$ cat config.mk
export PLATFORM = sky130hd
export DESIGN_NAME = uart_program_loader_flat
export DESIGN_NICKNAME = d
export VERILOG_FILES = /design/src/rtl/uart_program_loader_pkg.sv /design/src/rtl/uart_program_loader_if.sv /design/src/rtl/uart_program_loader_uart_rx.sv /design/src/rtl/uart_program_loader.sv /design/src/flat_wrapper.sv
export SDC_FILE = /design/constraint.sdc
export NUM_CORES = 1
export LEC_CHECK = 0
export CAP_MARGIN = 20
export CORE_MARGIN = 4
export CORE_UTILIZATION = 35
export DETAILED_ROUTE_END_ITERATION = 16
export SYNTH_ARGS = -nofsm -noshare
export SYNTH_HDL_FRONTEND = slang
export SYNTH_SLANG_ARGS = --single-unit
$ cat constraint.sdc
create_clock -name clk -period 4.65 [get_ports clk]
set_input_delay 0.465 -clock clk [delete_from_list [all_inputs] [get_ports clk]]
set_output_delay 0.465 -clock clk [all_outputs]
set_load 0.01 [all_outputs]
$ cat src/rtl/uart_program_loader_pkg.sv
// -----------------------------------------------------------------------------
// uart_program_loader_pkg
// Shared types and constants for the UART program loader.
//   - loader_state_e : frame-parsing states of the loader FSM
//   - rx_state_e     : bit-level states of the UART receiver
//   - SYNC_BYTE      : frame start marker
//   - sum8()         : 8-bit wrapping add used for the frame checksum
//   - len_in_range() : word-count acceptance test for the LEN field
// Optional feature macro: LOADER_CHECKSUM_EN (adds the ST_CSUM state).
// -----------------------------------------------------------------------------
package uart_program_loader_pkg;

    localparam logic [7:0] SYNC_BYTE = 8'hA5;

    typedef enum logic [2:0] {
        ST_IDLE    = 3'd0,
        ST_LEN_HI  = 3'd1,
        ST_LEN_LO  = 3'd2,
        ST_DATA_HI = 3'd3,
        ST_DATA_LO = 3'd4,
        ST_DONE    = 3'd5,
        ST_ERROR   = 3'd6
`ifdef LOADER_CHECKSUM_EN
        ,
        ST_CSUM    = 3'd7
`endif
    } loader_state_e;

    typedef enum logic [1:0] {
        RX_IDLE  = 2'd0,
        RX_START = 2'd1,
        RX_DATA  = 2'd2,
        RX_STOP  = 2'd3
    } rx_state_e;

    // 8-bit wrapping sum; the carry is intentionally discarded
    function automatic logic [7:0] sum8(input logic [7:0] a, input logic [7:0] b);
        return a + b;
    endfunction

    // A frame must carry at least one word and must fit in the RAM
    function automatic logic len_in_range(input logic [15:0] len, input logic [31:0] max_words);
        return (len != 16'd0) && ({16'd0, len} <= max_words);
    endfunction

endpackage

$ cat src/rtl/uart_program_loader_if.sv
// -----------------------------------------------------------------------------
// uart_program_loader_if
// Write port toward the instruction RAM.
//   mem_we    : one-cycle write strobe
//   mem_addr  : word address (ADDR_W bits)
//   mem_wdata : 16-bit instruction word
// master = loader (drives), slave = RAM (receives).
// -----------------------------------------------------------------------------
interface uart_program_loader_if #(
    parameter int ADDR_W = 12
);
    logic              mem_we;
    logic [ADDR_W-1:0] mem_addr;
    logic [15:0]       mem_wdata;

    modport master (output mem_we, output mem_addr, output mem_wdata);
    modport slave  (input  mem_we, input  mem_addr, input  mem_wdata);
endinterface

$ cat src/rtl/uart_program_loader_uart_rx.sv
// -----------------------------------------------------------------------------
// uart_rx
// 8N1 UART receiver with a 2-flop input synchronizer.
//   clk          : system clock
//   rst_n        : asynchronous active-low reset
//   rx_i         : raw RX line (idle high, asynchronous to clk)
//   byte_o       : last good byte, LSB received first
//   byte_valid_o : one-cycle pulse per byte with a good stop bit
//   frame_err_o  : one-cycle pulse when the stop bit is sampled low
// A falling edge starts reception; the start bit is re-checked at mid-bit and a
// glitch returns to idle. All later samples are taken at bit centres.
// -----------------------------------------------------------------------------
module uart_rx
    import uart_program_loader_pkg::*;
#(
    parameter int CLK_HZ = 25_000_000,
    parameter int BAUD   = 115_200
) (
    input  logic       clk,
    input  logic       rst_n,
    input  logic       rx_i,
    output logic [7:0] byte_o,
    output logic       byte_valid_o,
    output logic       frame_err_o
);

    localparam int CLKS_PER_BIT = CLK_HZ / BAUD;
    localparam int HALF_BIT     = CLKS_PER_BIT / 2;
    localparam int CNT_W        = $clog2(CLKS_PER_BIT + 1);

    rx_state_e   state_q, state_d;
    logic [CNT_W-1:0] cnt_q, cnt_d;
    logic [2:0]  bit_q, bit_d;
    logic [7:0]  shift_q, shift_d;
    logic [7:0]  byte_q, byte_d;
    logic        valid_q, valid_d;
    logic        ferr_q, ferr_d;
    logic        sync1_q, sync2_q, prev_q;

    // Synchronizer chain plus one-cycle-delayed copy for edge detection
    always_ff @(posedge clk or negedge rst_n) begin
        if (!rst_n) begin
            sync1_q <= 1'b1;
            sync2_q <= 1'b1;
            prev_q  <= 1'b1;
        end else begin
            sync1_q <= rx_i;
            sync2_q <= sync1_q;
            prev_q  <= sync2_q;
        end
    end

    // Receiver state and datapath registers
    always_ff @(posedge clk or negedge rst_n) begin
        if (!rst_n) begin
            state_q <= RX_IDLE;
            cnt_q   <= '0;
            bit_q   <= 3'd0;
            shift_q <= 8'h00;
            byte_q  <= 8'h00;
            valid_q <= 1'b0;
            ferr_q  <= 1'b0;
        end else begin
            state_q <= state_d;
            cnt_q   <= cnt_d;
            bit_q   <= bit_d;
            shift_q <= shift_d;
            byte_q  <= byte_d;
            valid_q <= valid_d;
            ferr_q  <= ferr_d;
        end
    end

    // Next-state logic: bit timing and sampling
    always_comb begin
        state_d = state_q;
        cnt_d   = cnt_q;
        bit_d   = bit_q;
        shift_d = shift_q;
        byte_d  = byte_q;
        valid_d = 1'b0;
        ferr_d  = 1'b0;
        case (state_q)
            RX_IDLE: begin
                cnt_d = '0;
                if (prev_q && !sync2_q) begin
                    state_d = RX_START;
                end else begin
                    state_d = RX_IDLE;
                end
            end
            RX_START: begin
                if (cnt_q == CNT_W'(HALF_BIT - 1)) begin
                    cnt_d = '0;
                    bit_d = 3'd0;
                    // A line back high at mid-start-bit was noise
                    if (!sync2_q) begin
                        state_d = RX_DATA;
                    end else begin
                        state_d = RX_IDLE;
                    end
                end else begin
                    cnt_d = cnt_q + CNT_W'(1);
                end
            end
            RX_DATA: begin
                if (cnt_q == CNT_W'(CLKS_PER_BIT - 1)) begin
                    cnt_d   = '0;
                    shift_d = {sync2_q, shift_q[7:1]};
                    if (bit_q == 3'd7) begin
                        state_d = RX_STOP;
                    end else begin
                        bit_d = bit_q + 3'd1;
                    end
                end else begin
                    cnt_d = cnt_q + CNT_W'(1);
                end
            end
            RX_STOP: begin
                if (cnt_q == CNT_W'(CLKS_PER_BIT - 1)) begin
                    cnt_d   = '0;
                    state_d = RX_IDLE;
                    if (sync2_q) begin
                        byte_d  = shift_q;
                        valid_d = 1'b1;
                    end else begin
                        ferr_d = 1'b1;
                    end
                end else begin
                    cnt_d = cnt_q + CNT_W'(1);
                end
            end
            default: begin
                state_d = RX_IDLE;
                cnt_d   = '0;
            end
        endcase
    end

    assign byte_o       = byte_q;
    assign byte_valid_o = valid_q;
    assign frame_err_o  = ferr_q;

endmodule

$ cat src/rtl/uart_program_loader.sv
// -----------------------------------------------------------------------------
// uart_program_loader
// Receives a program image over UART and writes it into instruction RAM while
// holding the CPU in reset. Frame: A5 LEN_HI LEN_LO {W_HI W_LO} x LEN [CSUM].
//   clk, rst_n : system clock, asynchronous active-low reset
//   uart_rx_i  : raw UART RX line
//   mem        : RAM write port (mem_we, mem_addr, mem_wdata), master side
//   cpu_hold   : reset request to the CPU (set during load, kept after abort)
//   busy       : frame in progress
//   done       : sticky, last frame loaded OK
//   error      : sticky, last frame aborted
// Optional feature macro: LOADER_CHECKSUM_EN -- when defined a trailing 8-bit
// checksum byte (wrapping sum of LEN and data bytes) must match for DONE.
// -----------------------------------------------------------------------------
module uart_program_loader
    import uart_program_loader_pkg::*;
#(
    parameter int CLK_HZ         = 25_000_000,
    parameter int BAUD           = 115_200,
    parameter int ADDR_W         = 12,
    parameter int TIMEOUT_CYCLES = 2_500_000
) (
    input  logic clk,
    input  logic rst_n,
    input  logic uart_rx_i,
    uart_program_loader_if.master mem,
    output logic cpu_hold,
    output logic busy,
    output logic done,
    output logic error
);

    localparam int          WL_W      = ADDR_W + 1;
    localparam int          TO_W      = $clog2(TIMEOUT_CYCLES + 1);
    localparam logic [31:0] MAX_WORDS = 32'd1 << ADDR_W;

    logic [7:0] rx_byte_s;
    logic       rx_valid_s;
    logic       rx_ferr_s;

    loader_state_e     state_q, state_d;
    logic [7:0]        len_hi_q, len_hi_d;
    logic [WL_W-1:0]   words_left_q, words_left_d;
    logic [ADDR_W-1:0] addr_q, addr_d;
    logic [7:0]        data_hi_q, data_hi_d;
    logic [TO_W-1:0]   to_cnt_q, to_cnt_d;
    logic              mem_we_q, mem_we_d;
    logic [ADDR_W-1:0] mem_addr_q, mem_addr_d;
    logic [15:0]       mem_wdata_q, mem_wdata_d;
    logic              cpu_hold_q, cpu_hold_d;
    logic              busy_q, busy_d;
    logic              done_q, done_d;
    logic              error_q, error_d;
`ifdef LOADER_CHECKSUM_EN
    logic [7:0]        sum_q, sum_d;
`endif

    logic [15:0] len_s;
    logic        in_frame_s;
    logic        timeout_s;
    logic        enter_done_s;
    logic        enter_error_s;

    uart_rx #(
        .CLK_HZ (CLK_HZ),
        .BAUD   (BAUD)
    ) u_rx (
        .clk          (clk),
        .rst_n        (rst_n),
        .rx_i         (uart_rx_i),
        .byte_o       (rx_byte_s),
        .byte_valid_o (rx_valid_s),
        .frame_err_o  (rx_ferr_s)
    );

    assign len_s      = {len_hi_q, rx_byte_s};
    assign in_frame_s = (state_q != ST_IDLE) && (state_q != ST_DONE) && (state_q != ST_ERROR);
    assign timeout_s  = (to_cnt_q == TO_W'(TIMEOUT_CYCLES - 1));

    // Loader state and registered outputs
    always_ff @(posedge clk or negedge rst_n) begin
        if (!rst_n) begin
            state_q      <= ST_IDLE;
            len_hi_q     <= 8'h00;
            words_left_q <= '0;
            addr_q       <= '0;
            data_hi_q    <= 8'h00;
            to_cnt_q     <= '0;
            mem_we_q     <= 1'b0;
            mem_addr_q   <= '0;
            mem_wdata_q  <= 16'h0000;
            cpu_hold_q   <= 1'b0;
            busy_q       <= 1'b0;
            done_q       <= 1'b0;
            error_q      <= 1'b0;
`ifdef LOADER_CHECKSUM_EN
            sum_q        <= 8'h00;
`endif
        end else begin
            state_q      <= state_d;
            len_hi_q     <= len_hi_d;
            words_left_q <= words_left_d;
            addr_q       <= addr_d;
            data_hi_q    <= data_hi_d;
            to_cnt_q     <= to_cnt_d;
            mem_we_q     <= mem_we_d;
            mem_addr_q   <= mem_addr_d;
            mem_wdata_q  <= mem_wdata_d;
            cpu_hold_q   <= cpu_hold_d;
            busy_q       <= busy_d;
            done_q       <= done_d;
            error_q      <= error_d;
`ifdef LOADER_CHECKSUM_EN
            sum_q        <= sum_d;
`endif
        end
    end

    // Frame parser: next state, RAM write, status flags, inter-byte timeout
    always_comb begin
        state_d       = state_q;
        len_hi_d      = len_hi_q;
        words_left_d  = words_left_q;
        addr_d        = addr_q;
        data_hi_d     = data_hi_q;
        mem_we_d      = 1'b0;
        mem_addr_d    = mem_addr_q;
        mem_wdata_d   = mem_wdata_q;
        cpu_hold_d    = cpu_hold_q;
        busy_d        = busy_q;
        done_d        = done_q;
        error_d       = error_q;
`ifdef LOADER_CHECKSUM_EN
        sum_d         = sum_q;
`endif
        enter_done_s  = 1'b0;
        enter_error_s = 1'b0;

        // Idle gap counter only runs inside a frame and restarts on each byte
        if (rx_valid_s || !in_frame_s) begin
            to_cnt_d = '0;
        end else begin
            to_cnt_d = to_cnt_q + TO_W'(1);
        end

        case (state_q)
            ST_IDLE, ST_DONE, ST_ERROR: begin
                if (rx_valid_s && (rx_byte_s == SYNC_BYTE)) begin
                    state_d    = ST_LEN_HI;
                    busy_d     = 1'b1;
                    cpu_hold_d = 1'b1;
                    done_d     = 1'b0;
                    error_d    = 1'b0;
                    addr_d     = '0;
`ifdef LOADER_CHECKSUM_EN
                    sum_d      = 8'h00;
`endif
                end else begin
                    state_d = state_q;
                end
            end
            ST_LEN_HI: begin
                if (rx_valid_s) begin
                    len_hi_d = rx_byte_s;
                    state_d  = ST_LEN_LO;
`ifdef LOADER_CHECKSUM_EN
                    sum_d    = sum8(sum_q, rx_byte_s);
`endif
                end else begin
                    state_d = state_q;
                end
            end
            ST_LEN_LO: begin
                if (rx_valid_s) begin
`ifdef LOADER_CHECKSUM_EN
                    sum_d = sum8(sum_q, rx_byte_s);
`endif
                    if (len_in_range(len_s, MAX_WORDS)) begin
                        words_left_d = len_s[WL_W-1:0];
                        state_d      = ST_DATA_HI;
                    end else begin
                        enter_error_s = 1'b1;
                    end
                end else begin
                    state_d = state_q;
                end
            end
            ST_DATA_HI: begin
                if (rx_valid_s) begin
                    data_hi_d = rx_byte_s;
                    state_d   = ST_DATA_LO;
`ifdef LOADER_CHECKSUM_EN
                    sum_d     = sum8(sum_q, rx_byte_s);
`endif
                end else begin
                    state_d = state_q;
                end
            end
            ST_DATA_LO: begin
                if (rx_valid_s) begin
                    mem_we_d     = 1'b1;
                    mem_addr_d   = addr_q;
                    mem_wdata_d  = {data_hi_q, rx_byte_s};
                    addr_d       = addr_q + ADDR_W'(1);
                    words_left_d = words_left_q - WL_W'(1);
`ifdef LOADER_CHECKSUM_EN
                    sum_d        = sum8(sum_q, rx_byte_s);
`endif
                    if (words_left_q == WL_W'(1)) begin
`ifdef LOADER_CHECKSUM_EN
                        state_d = ST_CSUM;
`else
                        enter_done_s = 1'b1;
`endif
                    end else begin
                        state_d = ST_DATA_HI;
                    end
                end else begin
                    state_d = state_q;
                end
            end
`ifdef LOADER_CHECKSUM_EN
            ST_CSUM: begin
                if (rx_valid_s) begin
                    if (rx_byte_s == sum_q) begin
                        enter_done_s = 1'b1;
                    end else begin
                        enter_error_s = 1'b1;
                    end
                end else begin
                    state_d = state_q;
                end
            end
`endif
            default: begin
                state_d = ST_IDLE;
            end
        endcase

        // Line faults abort a frame in progress; outside a frame they are ignored
        if (in_frame_s && !rx_valid_s && (rx_ferr_s || timeout_s)) begin
            enter_error_s = 1'b1;
        end else begin
            enter_error_s = enter_error_s;
        end

        // DONE releases the CPU; ERROR keeps it held
        if (enter_done_s) begin
            state_d    = ST_DONE;
            busy_d     = 1'b0;
            done_d     = 1'b1;
            error_d    = 1'b0;
            cpu_hold_d = 1'b0;
        end else if (enter_error_s) begin
            state_d    = ST_ERROR;
            busy_d     = 1'b0;
            done_d     = 1'b0;
            error_d    = 1'b1;
            cpu_hold_d = 1'b1;
        end else begin
            busy_d = busy_d;
        end
    end

    assign mem.mem_we    = mem_we_q;
    assign mem.mem_addr  = mem_addr_q;
    assign mem.mem_wdata = mem_wdata_q;
    assign cpu_hold      = cpu_hold_q;
    assign busy          = busy_q;
    assign done          = done_q;
    assign error         = error_q;

endmodule

$ cat src/flat_wrapper.sv
// flat-port wrapper written by rule: the top's interface ports become plain ports
module uart_program_loader_flat import uart_program_loader_pkg::*;
#(
    parameter int CLK_HZ         = 25_000_000,
    parameter int BAUD           = 115_200,
    parameter int ADDR_W         = 12,
    parameter int TIMEOUT_CYCLES = 2_500_000
)
  (clk, rst_n, uart_rx_i, cpu_hold, busy, done, error, mem_mem_we, mem_mem_addr, mem_mem_wdata);
  uart_program_loader_if #(.ADDR_W(ADDR_W)) mem_i ();
  input  logic clk;
  input  logic rst_n;
  input  logic uart_rx_i;
  output logic cpu_hold;
  output logic busy;
  output logic done;
  output logic error;
  output wire logic [$bits(mem_i.mem_we)-1:0] mem_mem_we;
  output wire logic [$bits(mem_i.mem_addr)-1:0] mem_mem_addr;
  output wire logic [$bits(mem_i.mem_wdata)-1:0] mem_mem_wdata;
  assign mem_mem_we = mem_i.mem_we;
  assign mem_mem_addr = mem_i.mem_addr;
  assign mem_mem_wdata = mem_i.mem_wdata;
  uart_program_loader #(.CLK_HZ(CLK_HZ), .BAUD(BAUD), .ADDR_W(ADDR_W), .TIMEOUT_CYCLES(TIMEOUT_CYCLES)) u_core (.clk(clk), .rst_n(rst_n), .uart_rx_i(uart_rx_i), .mem(mem_i), .cpu_hold(cpu_hold), .busy(busy), .done(done), .error(error));
endmodule
==> run_results.csv, run 1 <==
group,metric,value,unit
logic_synthesis,synth_dominant_cell_count,"dfrtp_1",
logic_synthesis,ys_types,60,
grt,grt-busiest-layer,"met2",
logic_synthesis,ys_sh_mux,7.10,%
detailed_routing,drc,0,
cells_and_area,nonClockBufferCount,40,
run_status,status,"complete, no violations",
critical_path,rr_endpoint,"u_core.addr_q[10]$_DFFE_PN0P_",
grt,grt_pass1_wl,22400,um
floorplan,chipArea,0.0196,mm^2
logic_synthesis,largest_area_cell,"dfrtp_1",
sta,setup_tns,0,ns
placed_design,pre_cts_slack,2.28,ns
logic_synthesis,synth_simple_gate_area_share,21.4,%
critical_path,cp-start-kind,"flip-flop",
detailed_routing,dr_wl_met3,462,um
logic_synthesis,yosys-top-cells-count,"dfrtp_1, nand2_1, nor2_1",
sta,slew_headroom,40.1,%
clock_network,cts.sinks,133,
floorplan,initCoreUtil,36.2,%
cells_and_area,biggestCellCategory,"sequential cells",
critical_path,path_cells,"nand4bb_2 > clkinv_1 > nand3_1 > nor3_1 > xnor2_1 > nor2_1",
logic_synthesis,yosysSeqAreaShare,54.8,%
logic_synthesis,ys_sh_adder,1.65,%
flow_run,maxCapViolations,0,
logic_synthesis,async_flop_share,100,%
sta,worst_hold_slack,0.143,ns
clock_network,clockRootBuffer,"clkbuf_16",
clock_network,h-tree-depth,4,
grt,track_usage,14.0,%
logic_synthesis,edf_count,0,
cells_and_area,seq-cell-share,46.1,%
critical_path,crit_path_end,"u_core.addr_q[10]$_DFFE_PN0P_",
sta,drv_slew,0,
clock_network,cts_setup_buffers,0,
clock_network,cts.repair.resized,0,
==> run_1/port_trees.png <==
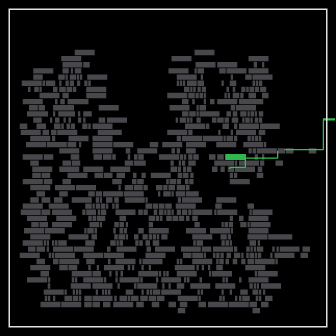
colour	port	bits	direction	edge	end cells	buffers	wire
green	cpu_hold	1	output	right	1	1	60.1 um
IO Port Bufs: 35
IO Count: 36

==> run_1/gates.png <==
Scale bar: 50 um.
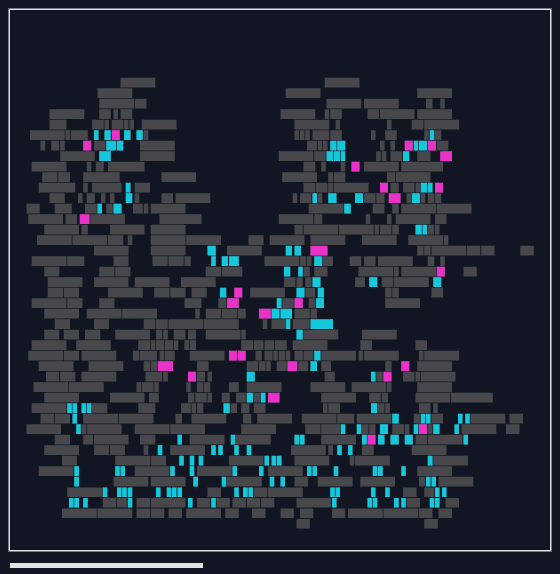
colour	family	cells	most used
magenta	and/or cells	26	or3_1
cyan	nand cells	149	nand2_1
Commonest Layout Cell: dfrtp_1
fin cells: 854
fraction of area in multi-input gates: 35.8%

==> run_1/m3.png <==
Scale bar: 50 um.
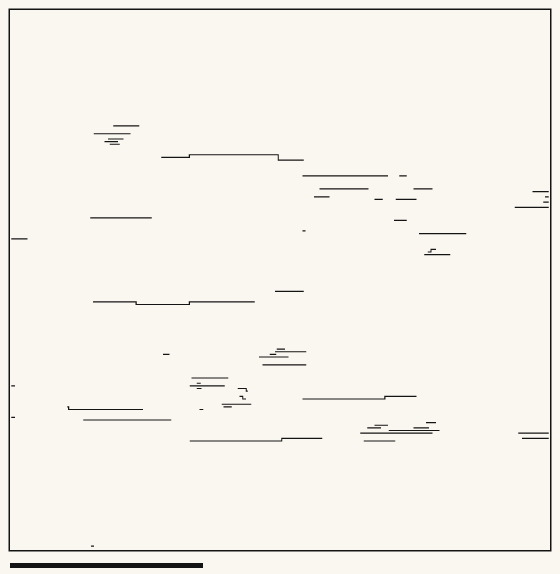
main direction	horizontal
wire length on this layer	462 um
share of all routed wire	3.6%
longest straight run	23.7 um
nets with wire on the layer	45
DR vias: 4,406
overall routed net length: 13,000 um

==> run_1/util_map.png <==
The die is cut into 14 by 14 equal tiles; black is low, pale yellow is high, 0 to 100% covered.
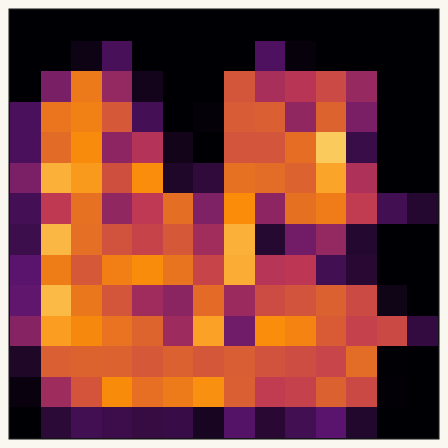

==> run 2: changes to the inputs <==
- clock period: 4.65 -> 2 ns (I/O delays scaled with it)
==> run_2/util_map.png <==
The die is cut into 14 by 14 equal tiles; black is low, pale yellow is high, 0 to 100% covered.
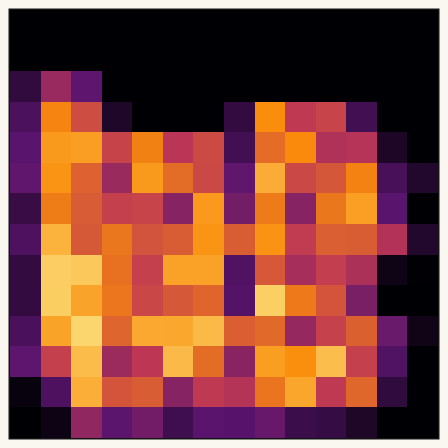
nearly empty tiles	28%
mean over tiles	37%
emptiest ninth of the die	upper right
initial core utilization: 36.2%
area of the core: 0.0168 mm^2
Final Util: 44.2%

==> run_2/gates.png <==
Scale bar: 50 um.
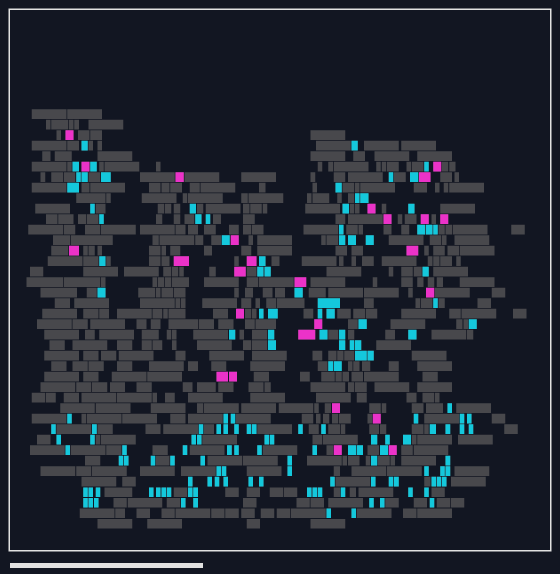
colour	family	cells	most used
cyan	nand cells	149	nand2_1
magenta	and/or cells	26	or3_1
fin cells: 882
fraction of area in multi-input gates: 35.0%

==> run_results.csv, run 2 <==
group,metric,value,unit
logic_synthesis,async_flop_share,100,%
cells_and_area,seq-cell-share,44.8,%
clock_network,h-tree-depth,4,
logic_synthesis,ys_sh_mux,7.10,%
logic_synthesis,edf_count,0,
logic_synthesis,yosys-top-cells-count,"dfrtp_1, nand2_1, nor2_1",
detailed_routing,vias,4448,
grt,grt_pass1_wl,22000,um
cells_and_area,layout_top_cell,"dfrtp_1",
run_status,status,"complete, no violations",
clock_network,clockRootBuffer,"clkbuf_16",
logic_synthesis,ys_types,60,
placed_design,port_buffers,35,
grt,track_usage,13.8,%
clock_network,cts.repair.resized,0,
sta,worst_hold_slack,0.186,ns
sta,setup_tns,0,ns
detailed_routing,dr_wl_met3,378,um
placed_design,pre_cts_slack,0.0802,ns
floorplan,ioPinCount,36,
floorplan,chipArea,0.0196,mm^2
critical_path,crit_path_end,"u_core.state_q[0]$_DFFE_PN0P_",
logic_synthesis,largest_area_cell,"dfrtp_1",
logic_synthesis,synth_simple_gate_area_share,21.4,%
logic_synthesis,ys_sh_adder,1.65,%
sta,slew_headroom,65.7,%
critical_path,path_cells,"inv_1 > ha_1 > nor4b_1 > buf_4 > nand4_1 > o211ai_1 > a21oi_1 > o211a_1",
logic_synthesis,synth_dominant_cell_count,"dfrtp_1",
cells_and_area,biggestCellCategory,"sequential cells",
grt,grt-busiest-layer,"met2",
sta,drv_slew,0,
==> run 3: changes to the inputs <==
- CTS_CLUSTER_DIAMETER: unset -> 80
==> run_3/gates.png <==
Scale bar: 50 um.
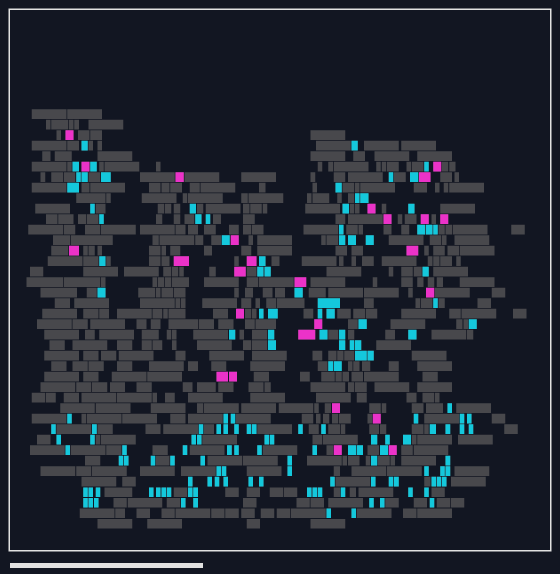
colour	family	cells	most used
cyan	nand cells	149	nand2_1
magenta	and/or cells	26	or3_1

==> run_results.csv, run 3 <==
group,metric,value,unit
sta,worst_pin_slew,0.509,ns
cells_and_area,final_util,44.2,%
sta,setup_viol,0,
run_status,status,"complete, no violations",
cells_and_area,finalNetCount,660,
logic_synthesis,edf_count,0,
clock_network,clockBufferDepth,2,
logic_synthesis,yosys-top-cells-count,"dfrtp_1, nand2_1, nor2_1",
floorplan,initCoreUtil,36.2,%
critical_path,crit_path_end,"u_core.state_q[0]$_DFFE_PN0P_",
detailed_routing,dr_wl_met3,378,um
logic_synthesis,synth_simple_gate_area_share,21.4,%
logic_synthesis,netlist_instances,588,
sta,finalClockPeriodUsage,96.6,%
floorplan,ioPinCount,36,
cells_and_area,biggestCellCategory,"sequential cells",
floorplan,chipArea,0.0196,mm^2
placed_design,pre_cts_slack,0.0802,ns
logic_synthesis,largest_area_cell,"dfrtp_1",
cells_and_area,layout_top_cell,"dfrtp_1",
flow_run,warnings,28,
logic_synthesis,synth_dominant_cell_count,"dfrtp_1",
clock_network,cts_inserted_buffers,17,
critical_path,critPathTopFamily,"simple AND/OR/NAND/NOR gates",
logic_synthesis,async_flop_share,100,%
sta,worst_hold_slack,0.186,ns
logic_synthesis,ys_sh_adder,1.65,%
floorplan,core,0.0168,mm^2
clock_network,cts.repair.resized,0,
power_and_ir_drop,p_sw_share,23.2,%
worst_hold_path,hold_end,"u_core.u_rx.sync1_q$_DFF_PN1_",
placed_design,port_buffers,35,
cells_and_area,seq_cell_count,133,
detailed_routing,via_per_inst,5.04,
logic_synthesis,ys_sh_mux,7.10,%
sta,slew_headroom,65.7,%
clock_network,clockRootBuffer,"clkbuf_16",
cells_and_area,comb_area_share,35.0,%
grt,grt-busiest-layer,"met2",
sta,setup_tns,0,ns
grt,grt_pass1_wl,22000,um
grt,track_usage,13.8,%
sta,drv_slew,0,
clock_network,h-tree-depth,4,
logic_synthesis,ys_types,60,
cells_and_area,fin_cells,882,
==> run_3/m3.png <==
Scale bar: 50 um.
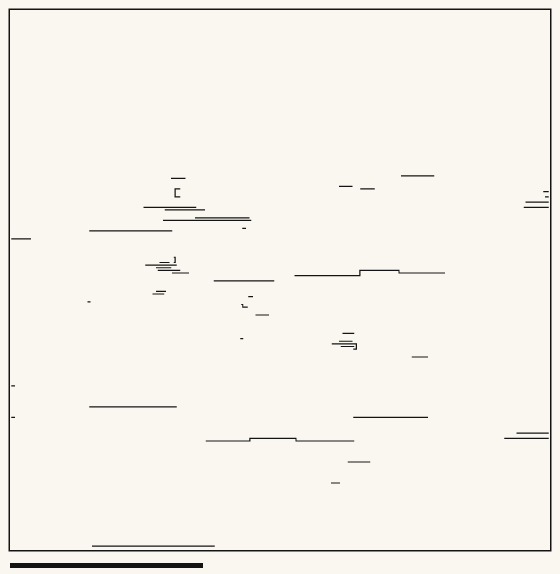
GR Layer Usage met3: 3.36%
overall routed net length: 13,000 um
DR vias: 4,448

